### config.mk
export PLATFORM = sky130hd
export DESIGN_NAME = nvme_io_issue_flat
export DESIGN_NICKNAME = d
export VERILOG_FILES = /design/src/rtl/nvme_io_issue_pkg.sv /design/src/rtl/nvme_io_issue_if.sv /design/src/rtl/nvme_io_issue_credit.sv /design/src/rtl/nvme_io_issue.sv /design/src/flat_wrapper.sv
export SDC_FILE = /design/constraint.sdc
export NUM_CORES = 1
export LEC_CHECK = 0
export CELL_PAD_IN_SITES_DETAIL_PLACEMENT = 1
export CELL_PAD_IN_SITES_GLOBAL_PLACEMENT = 2
export CORE_AREA = 2 2 192 194
export CTS_CLUSTER_DIAMETER = 100
export DETAILED_ROUTE_END_ITERATION = 6
export DIE_AREA = 0 0 194 196
export PLACE_DENSITY_LB_ADDON = 0.1
export SYNTH_ARGS = -nofsm -noshare
export SYNTH_HDL_FRONTEND = slang
export SYNTH_SLANG_ARGS = --single-unit
### constraint.sdc
create_clock -name axi_aclk -period 8.7 [get_ports axi_aclk]
set_input_delay 1.305 -clock axi_aclk [delete_from_list [all_inputs] [get_ports axi_aclk]]
set_output_delay 1.305 -clock axi_aclk [all_outputs]
set_load 0.01 [all_outputs]
### src/rtl/nvme_io_issue_pkg.sv
// nvme_io_issue shared types: id field layout, queue/track sizing, issue FSM.
// Imported by the interface, the credit array and the top.
package nvme_io_issue_pkg;

  localparam int CMD_ACTION_ID_BITS = 4;
  localparam int CMD_QUEUE_ID_BITS  = 4;
  localparam int REQ_ID_BITS        = 8;
  localparam int TRACK_NUM          = 8;
  localparam int NUM_ACTIONS        = 1 << CMD_ACTION_ID_BITS;
  localparam int OUT_BITS           = $clog2(TRACK_NUM + 1);
  localparam int CMD_SSD0_Q0        = 0;
  localparam int CMD_SSD1_Q0        = 8;

  localparam int CMD_ID_SQ_LSB  = 0;
  localparam int CMD_ID_ACT_LSB = CMD_QUEUE_ID_BITS;
  localparam int CMD_ID_REQ_LSB = CMD_QUEUE_ID_BITS + CMD_ACTION_ID_BITS;

  typedef logic [CMD_ACTION_ID_BITS-1:0] act_t;
  typedef logic [CMD_QUEUE_ID_BITS-1:0]  qid_t;
  typedef logic [REQ_ID_BITS-1:0]        req_t;
  typedef logic [OUT_BITS-1:0]           out_t;
  typedef logic [15:0]                   cmd_id_t;

  typedef enum logic {
    ISSUE_IDLE,
    ISSUE_HOLD
  } issue_state_e;

  function automatic logic is_admin(qid_t q);
    return (q == qid_t'(CMD_SSD0_Q0)) || (q == qid_t'(CMD_SSD1_Q0));
  endfunction

  function automatic cmd_id_t make_cmd_id(req_t r, act_t a, qid_t q);
    return {r, a, q};
  endfunction

endpackage

### src/rtl/nvme_io_issue_if.sv
// Command-in / SQ-out / retire bundle of nvme_io_issue.
// master drives requests and retires, slave is the issue block.
interface nvme_io_issue_if;
  import nvme_io_issue_pkg::*;

  logic    cmd_valid;
  logic    cmd_ready;
  act_t    cmd_action_id;
  qid_t    cmd_sq_index;
  logic    sq_valid;
  logic    sq_ready;
  cmd_id_t sq_cmd_id;
  logic    retire_valid;
  act_t    retire_action_id;

  modport master (
    output cmd_valid, cmd_action_id, cmd_sq_index,
    output sq_ready, retire_valid, retire_action_id,
    input  cmd_ready, sq_valid, sq_cmd_id
  );

  modport slave (
    input  cmd_valid, cmd_action_id, cmd_sq_index,
    input  sq_ready, retire_valid, retire_action_id,
    output cmd_ready, sq_valid, sq_cmd_id
  );

endinterface

### src/rtl/nvme_io_issue_credit.sv
// Per-action req_id counters and outstanding-command credits.
// Accept and retire on one action in the same cycle cancel out.
module nvme_io_issue_credit
  import nvme_io_issue_pkg::*;
(
  input  logic                   clk_i,
  input  logic                   rst_i,
  input  act_t                   action_i,
  output logic                   full_o,
  output req_t                   req_id_o,
  input  logic                   acc_i,
  input  logic                   ret_i,
  input  act_t                   ret_action_i,
  output logic [NUM_ACTIONS-1:0] busy_o,
  output logic                   underflow_o
);

  req_t req_q [NUM_ACTIONS];
  req_t req_d [NUM_ACTIONS];
  out_t out_q [NUM_ACTIONS];
  out_t out_d [NUM_ACTIONS];
  logic [NUM_ACTIONS-1:0] inc, dec, busy_q;
  logic underflow_q, underflow_d;

  assign full_o      = out_q[action_i] == out_t'(TRACK_NUM);
  assign req_id_o    = req_q[action_i];
  assign busy_o      = busy_q;
  assign underflow_o = underflow_q;

  always_comb begin
    for (int i = 0; i < NUM_ACTIONS; i++) begin
      inc[i] = acc_i && (action_i == act_t'(i));
      dec[i] = ret_i && (ret_action_i == act_t'(i))
               && (out_q[i] != '0);
    end
  end

  always_comb begin
    for (int i = 0; i < NUM_ACTIONS; i++) begin
      req_d[i] = req_q[i];
      out_d[i] = out_q[i];
      if (inc[i]) begin
        req_d[i] = (req_q[i] == req_t'(TRACK_NUM - 1))
                   ? '0 : req_q[i] + req_t'(1);
      end
      if (inc[i] && !dec[i]) out_d[i] = out_q[i] + out_t'(1);
      if (!inc[i] && dec[i]) out_d[i] = out_q[i] - out_t'(1);
    end
    underflow_d = underflow_q
                  | (ret_i && (out_q[ret_action_i] == '0));
  end

  always_ff @(posedge clk_i or posedge rst_i) begin
    if (rst_i) begin
      for (int i = 0; i < NUM_ACTIONS; i++) begin
        req_q[i] <= '0;
        out_q[i] <= '0;
      end
      busy_q      <= '0;
      underflow_q <= 1'b0;
    end else begin
      for (int i = 0; i < NUM_ACTIONS; i++) begin
        req_q[i]  <= req_d[i];
        out_q[i]  <= out_d[i];
        busy_q[i] <= out_q[i] != '0;
      end
      underflow_q <= underflow_d;
    end
  end

endmodule

### src/rtl/nvme_io_issue.sv
// NVMe submission-side cmd_id stamping with per-action credits.
// Optional watchdog: define NVME_ISSUE_TIMEOUT_EN.
module nvme_io_issue
  import nvme_io_issue_pkg::*;
#(
  parameter int                     TIMEOUT_BITS  = 24,
  parameter logic [TIMEOUT_BITS-1:0] TIMEOUT_LIMIT = 24'hFFFFFF
) (
  input  logic                   axi_aclk,
  input  logic                   axi_areset,
  nvme_io_issue_if.slave         io,
  output logic [NUM_ACTIONS-1:0] issue_busy,
  output logic                   issue_underflow,
  output logic                   issue_timeout
);

  issue_state_e state_q, state_d;
  cmd_id_t id_q, id_d;
  logic admin, full, rdy, acc_io;
  req_t req_id;

  assign admin = is_admin(io.cmd_sq_index);

  nvme_io_issue_credit u_credit (
    .clk_i        (axi_aclk),
    .rst_i        (axi_areset),
    .action_i     (io.cmd_action_id),
    .full_o       (full),
    .req_id_o     (req_id),
    .acc_i        (acc_io),
    .ret_i        (io.retire_valid),
    .ret_action_i (io.retire_action_id),
    .busy_o       (issue_busy),
    .underflow_o  (issue_underflow)
  );

  always_comb begin
    state_d = state_q;
    id_d    = id_q;
    rdy     = 1'b0;
    acc_io  = 1'b0;
    unique case (state_q)
      ISSUE_IDLE: begin
        rdy = io.cmd_valid && !axi_areset && (admin || !full);
        acc_io = rdy && !admin;
        if (rdy) begin
          id_d = make_cmd_id(admin ? '0 : req_id,
                             io.cmd_action_id, io.cmd_sq_index);
          state_d = ISSUE_HOLD;
        end
      end
      ISSUE_HOLD: begin
        if (io.sq_ready) state_d = ISSUE_IDLE;
      end
      default: state_d = ISSUE_IDLE;
    endcase
  end

  always_ff @(posedge axi_aclk or posedge axi_areset) begin
    if (axi_areset) begin
      state_q <= ISSUE_IDLE;
      id_q    <= '0;
    end else begin
      state_q <= state_d;
      id_q    <= id_d;
    end
  end

  assign io.cmd_ready = rdy;
  assign io.sq_valid  = state_q == ISSUE_HOLD;
  assign io.sq_cmd_id = id_q;

`ifdef NVME_ISSUE_TIMEOUT_EN
  logic [TIMEOUT_BITS-1:0] wd_q, wd_d;
  logic to_q;

  // any retire proves the tracker is alive, so it restarts the count
  always_comb begin
    wd_d = wd_q;
    if (io.retire_valid || ~|issue_busy) wd_d = '0;
    else if (wd_q != TIMEOUT_LIMIT) wd_d = wd_q + TIMEOUT_BITS'(1);
  end

  always_ff @(posedge axi_aclk or posedge axi_areset) begin
    if (axi_areset) begin
      wd_q <= '0;
      to_q <= 1'b0;
    end else begin
      wd_q <= wd_d;
      to_q <= to_q | (wd_q == TIMEOUT_LIMIT);
    end
  end

  assign issue_timeout = to_q;
`else
  logic [TIMEOUT_BITS-1:0] unused_limit;
  assign unused_limit  = TIMEOUT_LIMIT;
  assign issue_timeout = 1'b0;
`endif

endmodule

### src/flat_wrapper.sv
// flat-port wrapper written by rule: the top's interface ports become plain ports
module nvme_io_issue_flat import nvme_io_issue_pkg::*;
#(
  parameter int                     TIMEOUT_BITS  = 24,
  parameter logic [TIMEOUT_BITS-1:0] TIMEOUT_LIMIT = 24'hFFFFFF
)
  (axi_aclk, axi_areset, issue_busy, issue_underflow, issue_timeout, io_cmd_valid, io_cmd_action_id, io_cmd_sq_index, io_sq_ready, io_retire_valid, io_retire_action_id, io_cmd_ready, io_sq_valid, io_sq_cmd_id);
  nvme_io_issue_if io_i ();
  input  logic axi_aclk;
  input  logic axi_areset;
  output logic [NUM_ACTIONS-1:0] issue_busy;
  output logic issue_underflow;
  output logic issue_timeout;
  input wire logic [$bits(io_i.cmd_valid)-1:0] io_cmd_valid;
  input wire logic [$bits(io_i.cmd_action_id)-1:0] io_cmd_action_id;
  input wire logic [$bits(io_i.cmd_sq_index)-1:0] io_cmd_sq_index;
  input wire logic [$bits(io_i.sq_ready)-1:0] io_sq_ready;
  input wire logic [$bits(io_i.retire_valid)-1:0] io_retire_valid;
  input wire logic [$bits(io_i.retire_action_id)-1:0] io_retire_action_id;
  output wire logic [$bits(io_i.cmd_ready)-1:0] io_cmd_ready;
  output wire logic [$bits(io_i.sq_valid)-1:0] io_sq_valid;
  output wire logic [$bits(io_i.sq_cmd_id)-1:0] io_sq_cmd_id;
  assign io_i.cmd_valid = io_cmd_valid;
  assign io_i.cmd_action_id = io_cmd_action_id;
  assign io_i.cmd_sq_index = io_cmd_sq_index;
  assign io_i.sq_ready = io_sq_ready;
  assign io_i.retire_valid = io_retire_valid;
  assign io_i.retire_action_id = io_retire_action_id;
  assign io_cmd_ready = io_i.cmd_ready;
  assign io_sq_valid = io_i.sq_valid;
  assign io_sq_cmd_id = io_i.sq_cmd_id;
  nvme_io_issue #(.TIMEOUT_BITS(TIMEOUT_BITS), .TIMEOUT_LIMIT(TIMEOUT_LIMIT)) u_core (.axi_aclk(axi_aclk), .axi_areset(axi_areset), .io(io_i), .issue_busy(issue_busy), .issue_underflow(issue_underflow), .issue_timeout(issue_timeout));
endmodule
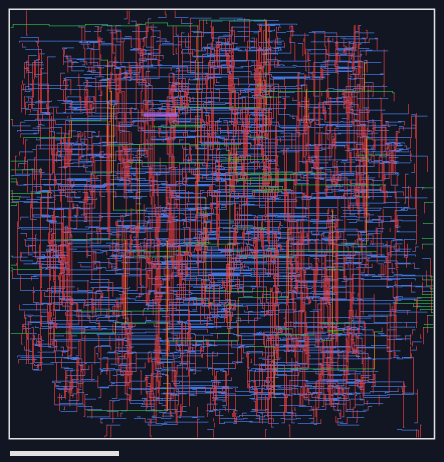
**Above:** run 1 (routed metal, one color a layer).
Scale bar: 50 um.
| color | layer | wire length |
|---|---|---|
| purple | M5 | 13.8 um |
| blue | M1 | 19000 um |
| red | M2 | 18300 um |
| orange | M4 | 810 um |
| green | M3 | 1480 um |
All-Layer GR Usage: 21.5%
Vias: 9778
routed wire length: 39600 um

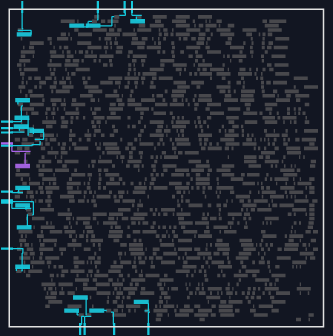
**Above:** run 1 (nets reached from selected ports).
| color | port | direction | end cells | buffers | wire |
|---|---|---|---|---|---|
| cyan | issue_busy | output | 16 | 16 | 340 um |
| purple | issue_underflow | output | 1 | 1 | 27.0 um |

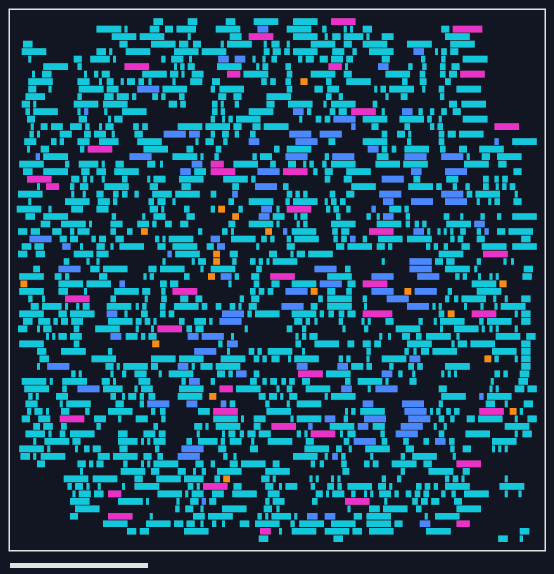
**Above:** run 1 (sizing map).
Scale bar: 50 um.
| color | size | cells | most used |
|---|---|---|---|
| magenta | x6 and larger | 39 | clkbuf_16 |
| blue | x2 | 109 | mux4_2 |
| orange | x3 and x4 | 18 | buf_4 |
| cyan | x1 and smaller | 1135 | dfrtp_1 |
Final Cell Area: 15100 um2
number of non-clock buffers in the layout: 67

==> qor.yml, run 1 <==
die:
  io_pins: 53
  fp.dieW_um: 194
  rows: 70
  die_area_um2: 38000
final_layout:
  syn_to_final_growth_pct: 14.7
  largest_registers: "u_core.u_credit.req_q: 128 flops, u_core.u_credit.out_q: 64 flops"
  lay_top_cells: "dfrtp_1 (226), nand2_1 (105), inv_1 (80)"
  layout_top_cell: "dfrtp_1"
setup_path:
  critPathKind: "in -> out"
  worstRegToRegCells: 14
  path_buffers: 3
  cp_data_required_time_ps: 7390
  r2r_setup_slack_ps: 4500
  cp.depth: 8
  path_common_cell: "clkdlybuf4s50_1"
  r2r_end: "u_core.u_credit.out_q[11]"
yosys:
  syn-cell-area_um2: 13200
  topCellsByArea: "dfrtp_1 (43%), mux4_2 (8.6%), ha_1 (6.1%)"
  xor_area_share_pct: 9.05
  ff_type: "dfrtp_1"
  syn_inst: 1228
  syn_avg_cell_area_um2: 10.7
  compound_area_share_pct: 4.77
  yosys_area_um2: 13200
  ys_ff: 226
  synthArstFlopShare_pct: 100
  yosysTopAreaCellShare_pct: 43.0
  synth-edff-count: 0
flow_run:
  drv_cap: 0
  warning_count: 26
power_and_ir_drop:
  powerDensity_nw_per_um2: 240
routing:
  firstDrtPassIters: 4
sta:
  worst_hold_slack_ps: 458
  finalHoldViolations: 0
  max-slew-margin-rel_pct: 35.1
  rsz0062_at_grt: "no"
placement:
  dpl.hpwl_um: 28700
global_route:
  grt_first_pass_wirelength_um: 63800
  grt_pass1_vias: 10370
clocking:
  clock_latency_ps: 560
  numCtsBuffers: 29
  clkTransAtPathRegs_ps: 60
run_status:
  status: "finished clean"
[run 1: cell families after synthesis]
kind of cell,count (synthesis)
compound gates,101
xor+xnor,136
fa+ha+maj,80
buf+inv,127
flops,226
mux,103
other cells,1
simple gates,454
[run 1: cell type report]
type	instances	area [um2]
fillers	3934	21000
well taps	468	586
clock buffers	39	833
multi-input cells	875	6970
clock inverters	13	118
flip-flops and latches	226	5660
inverters	81	312
repair buffers	67	623
[run 1: power breakdown]
part | internal (W) | total, W | switching, W
sequential | 0.00126 | 0.00150 | 0.000240
clock | 0.000724 | 0.00120 | 0.000481
combinational | 0.000445 | 0.000919 | 0.000474
[run 1: metrics by stage]
step	utilization, %	worst slack (ps)	total power (W)	area, um2
floorplan	-	145	0.00207	13200
global placement	39.2	2350	0.00242	14100
detailed placement	39.2	2250	0.00245	14100
CTS	41.8	2440	0.00368	15100
global route	41.8	2250	0.00387	15100
finish	41.8	2410	0.00362	15100
[run 1: Yosys cell counts, types with 3 or more instances]
cell,instances
dfrtp_1,226
nand2_1,105
inv_1,81
xor2_1,78
nor4_1,76
nand3_1,68
ha_1,64
nor3_1,59
xnor2_1,58
nor2_1,54
mux4_2,50
mux2_2,40
nand4_1,37
o21ai_0,33
a21o_1,24
a21oi_1,22
clkbuf_1,17
fa_1,16
buf_2,14
mux2i_1,12
or4_1,11
nand2b_1,9
and3_1,8
buf_1,7
nand3b_1,5
nor2b_1,5
or2_2,5
a31oi_1,4
buf_4,4
o31ai_1,4
o41ai_1,4
and2_1,3
buf_6,3
[run 1: layer usage]
| metal | global-route usage, % | share of wire (%) |
|---|---|---|
| met5 | 0 | 0.033 |
| met4 | 4.99 | 2.0 |
| met3 | 2.77 | 3.8 |
| met2 | 34.7 | 46 |
| met1 | 31.0 | 48 |
**Run 1: register map, names as in the netlist**

Scale bar: 50 um.
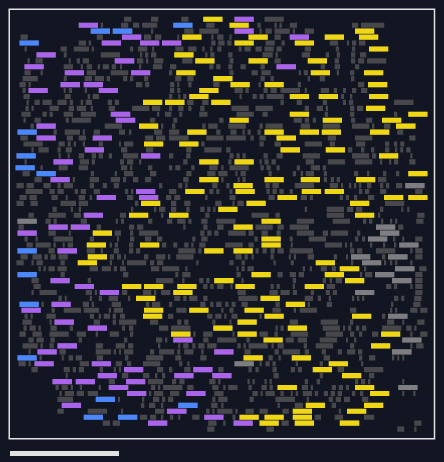

==> run 2: changes to the inputs <==
- clock period: 8.7 -> 5.45 ns (I/O delays scaled with it)
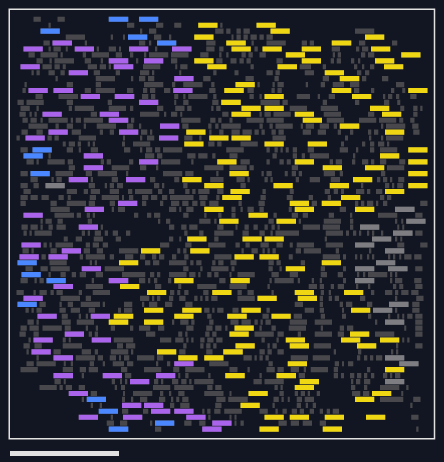
**Above:** run 2 (register map, names as in the netlist).
Scale bar: 50 um.
| color | name in the netlist | placed flops |
|---|---|---|
| purple | u_core.u_credit.out_q | 64 |
| yellow | u_core.u_credit.req_q | 128 |
| blue | u_core.u_credit.busy_o | 16 |
not colored: 18
Flop area: 5660 um2
Core Util, Final: 43.7%

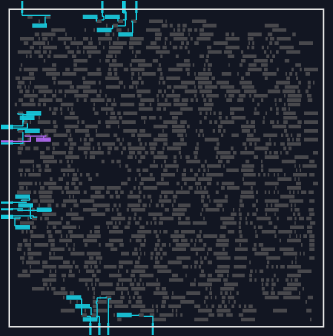
**Above:** run 2 (nets reached from selected ports).
| color | port | direction | end cells | buffers | wire |
|---|---|---|---|---|---|
| cyan | issue_busy | output | 16 | 16 | 340 um |
| purple | issue_underflow | output | 1 | 1 | 35.2 um |
Port Buf Inserts: 51
I/O pin total: 53

==> run 2 against run 1 <==
  * First-iteration DRC count is 2.0% higher
  * Wire length increased by 1.7%
  * Sequential share of layout area shrank 1.6 points
  * Combinational power increased by 73%
  * Non-clock buffer count grew 9
  * Die size unchanged
  * Final area increased by 4.4%
  * Critical path depth unchanged
  * Largest cell class unchanged
  * Clock power is 63% higher
  * Sequential power rose by 63%
==> qor.yml, run 2 <==
final_layout:
  seq_share_pct: 35.9
  comb_area_um2: 7570
  filler_cell_count: 3938
  final_cell_area_um2: 15800
  inverters: 81
  clkbuf_count: 43
  clock_area_share_pct: 6.03
run_status:
  status: "finished clean"
die:
  rows: 70
  taps: 468
power_and_ir_drop:
  switching_share_pct: 33.3
  p_sw_w: 0.00199
  p_int_w: 0.00399
yosys:
  syn_avg_cell_area_um2: 10.7
  synthTopCellsByCount: "dfrtp_1 (226), nand2_1 (105), inv_1 (81), xor2_1 (78), nor4_1 (76)"
  synthArstFlopShare_pct: 100
  yosys_area_um2: 13200
  synth-edff-count: 0
placement:
  dpl.hpwl_um: 30000
global_route:
  met3_usage_pct: 2.39
  grt_pass1_vias: 10544
  grt_use_met2_pct: 36.2
  grt_busiest_layer: "met2"
  use_met1_pct: 29.9
sta:
  rsz0062_at_grt: "no"
  finalHoldViolations: 0
  setup_ws_ps: 1050
  max-slew-margin-rel_pct: 35.1
setup_path:
  r2r_end: "u_core.u_credit.out_q[7]"
  worstRegToRegCells: 14
  r2r_setup_slack_ps: 1950
  cp_data_required_time_ps: 4630
clocking:
  numCtsBuffers: 29
routing:
  route.vias.total: 9903
  wl_um: 40200
flow_run:
  warning_count: 27
  drv_cap: 0
run 2: logic make-up after synthesis:
| family | count (synthesis) | synth area share (%) |
|---|---|---|
| flip-flops | 226 | 43.0 |
| AND-OR/OR-AND | 101 | 4.77 |
| multiplexers | 103 | 13.0 |
| adder cells (fa/ha/maj) | 80 | 8.52 |
| other | 1 | 0.0285 |
| XOR/XNOR | 136 | 9.05 |
| AND/OR/NAND/NOR | 454 | 17.6 |
| buffers and inverters | 127 | 4.05 |
run 2: worst max-delay path: stages:
cell             delay (ps)
clkdlybuf4s50_1         450
buf_4                   250
nor2b_1                 530
nand4_1                 190
and4_1                  240
a21o_2                  290
inv_2                   210
clkdlybuf4s50_1         580
run 2: worst min-delay path by stage:
stage | from | end | slack (ps) | depth (start not counted)
after global routing | u_core.u_credit.underflow_o | u_core.u_credit.underflow_o | 510 | 1
after floorplan | u_core.u_credit.req_q[39] | u_core.u_credit.req_q[39] | 450 | 1
final | u_core.u_credit.underflow_o | u_core.u_credit.underflow_o | 470 | 1
after global placement | u_core.u_credit.underflow_o | u_core.u_credit.underflow_o | 460 | 1
after CTS | u_core.u_credit.underflow_o | u_core.u_credit.underflow_o | 480 | 1
after detailed placement | u_core.u_credit.underflow_o | u_core.u_credit.underflow_o | 450 | 1
run 2: per-layer routing:
metal | vias up | part of all wire (%) | wire, um
li1 | 4559 | - | -
met1 | 5131 | 47 | 18800
met2 | 151 | 48 | 19200
met3 | 62 | 2.9 | 1170
met4 | 0 | 2.7 | 1080
met5 | - | 0 | 0
run 2: power groups by stage:
stage	Combinational, W	Clock, W	Sequential (W)
after floorplan	0.00109	0	0.00235
after global placement	0.00154	0	0.00247
after detailed placement	0.00161	0	0.00247
after CTS	0.00162	0.00202	0.00244
after global routing	0.00179	0.00208	0.00249
final	0.00159	0.00195	0.00244
Power and IR drop assume default switching activity.
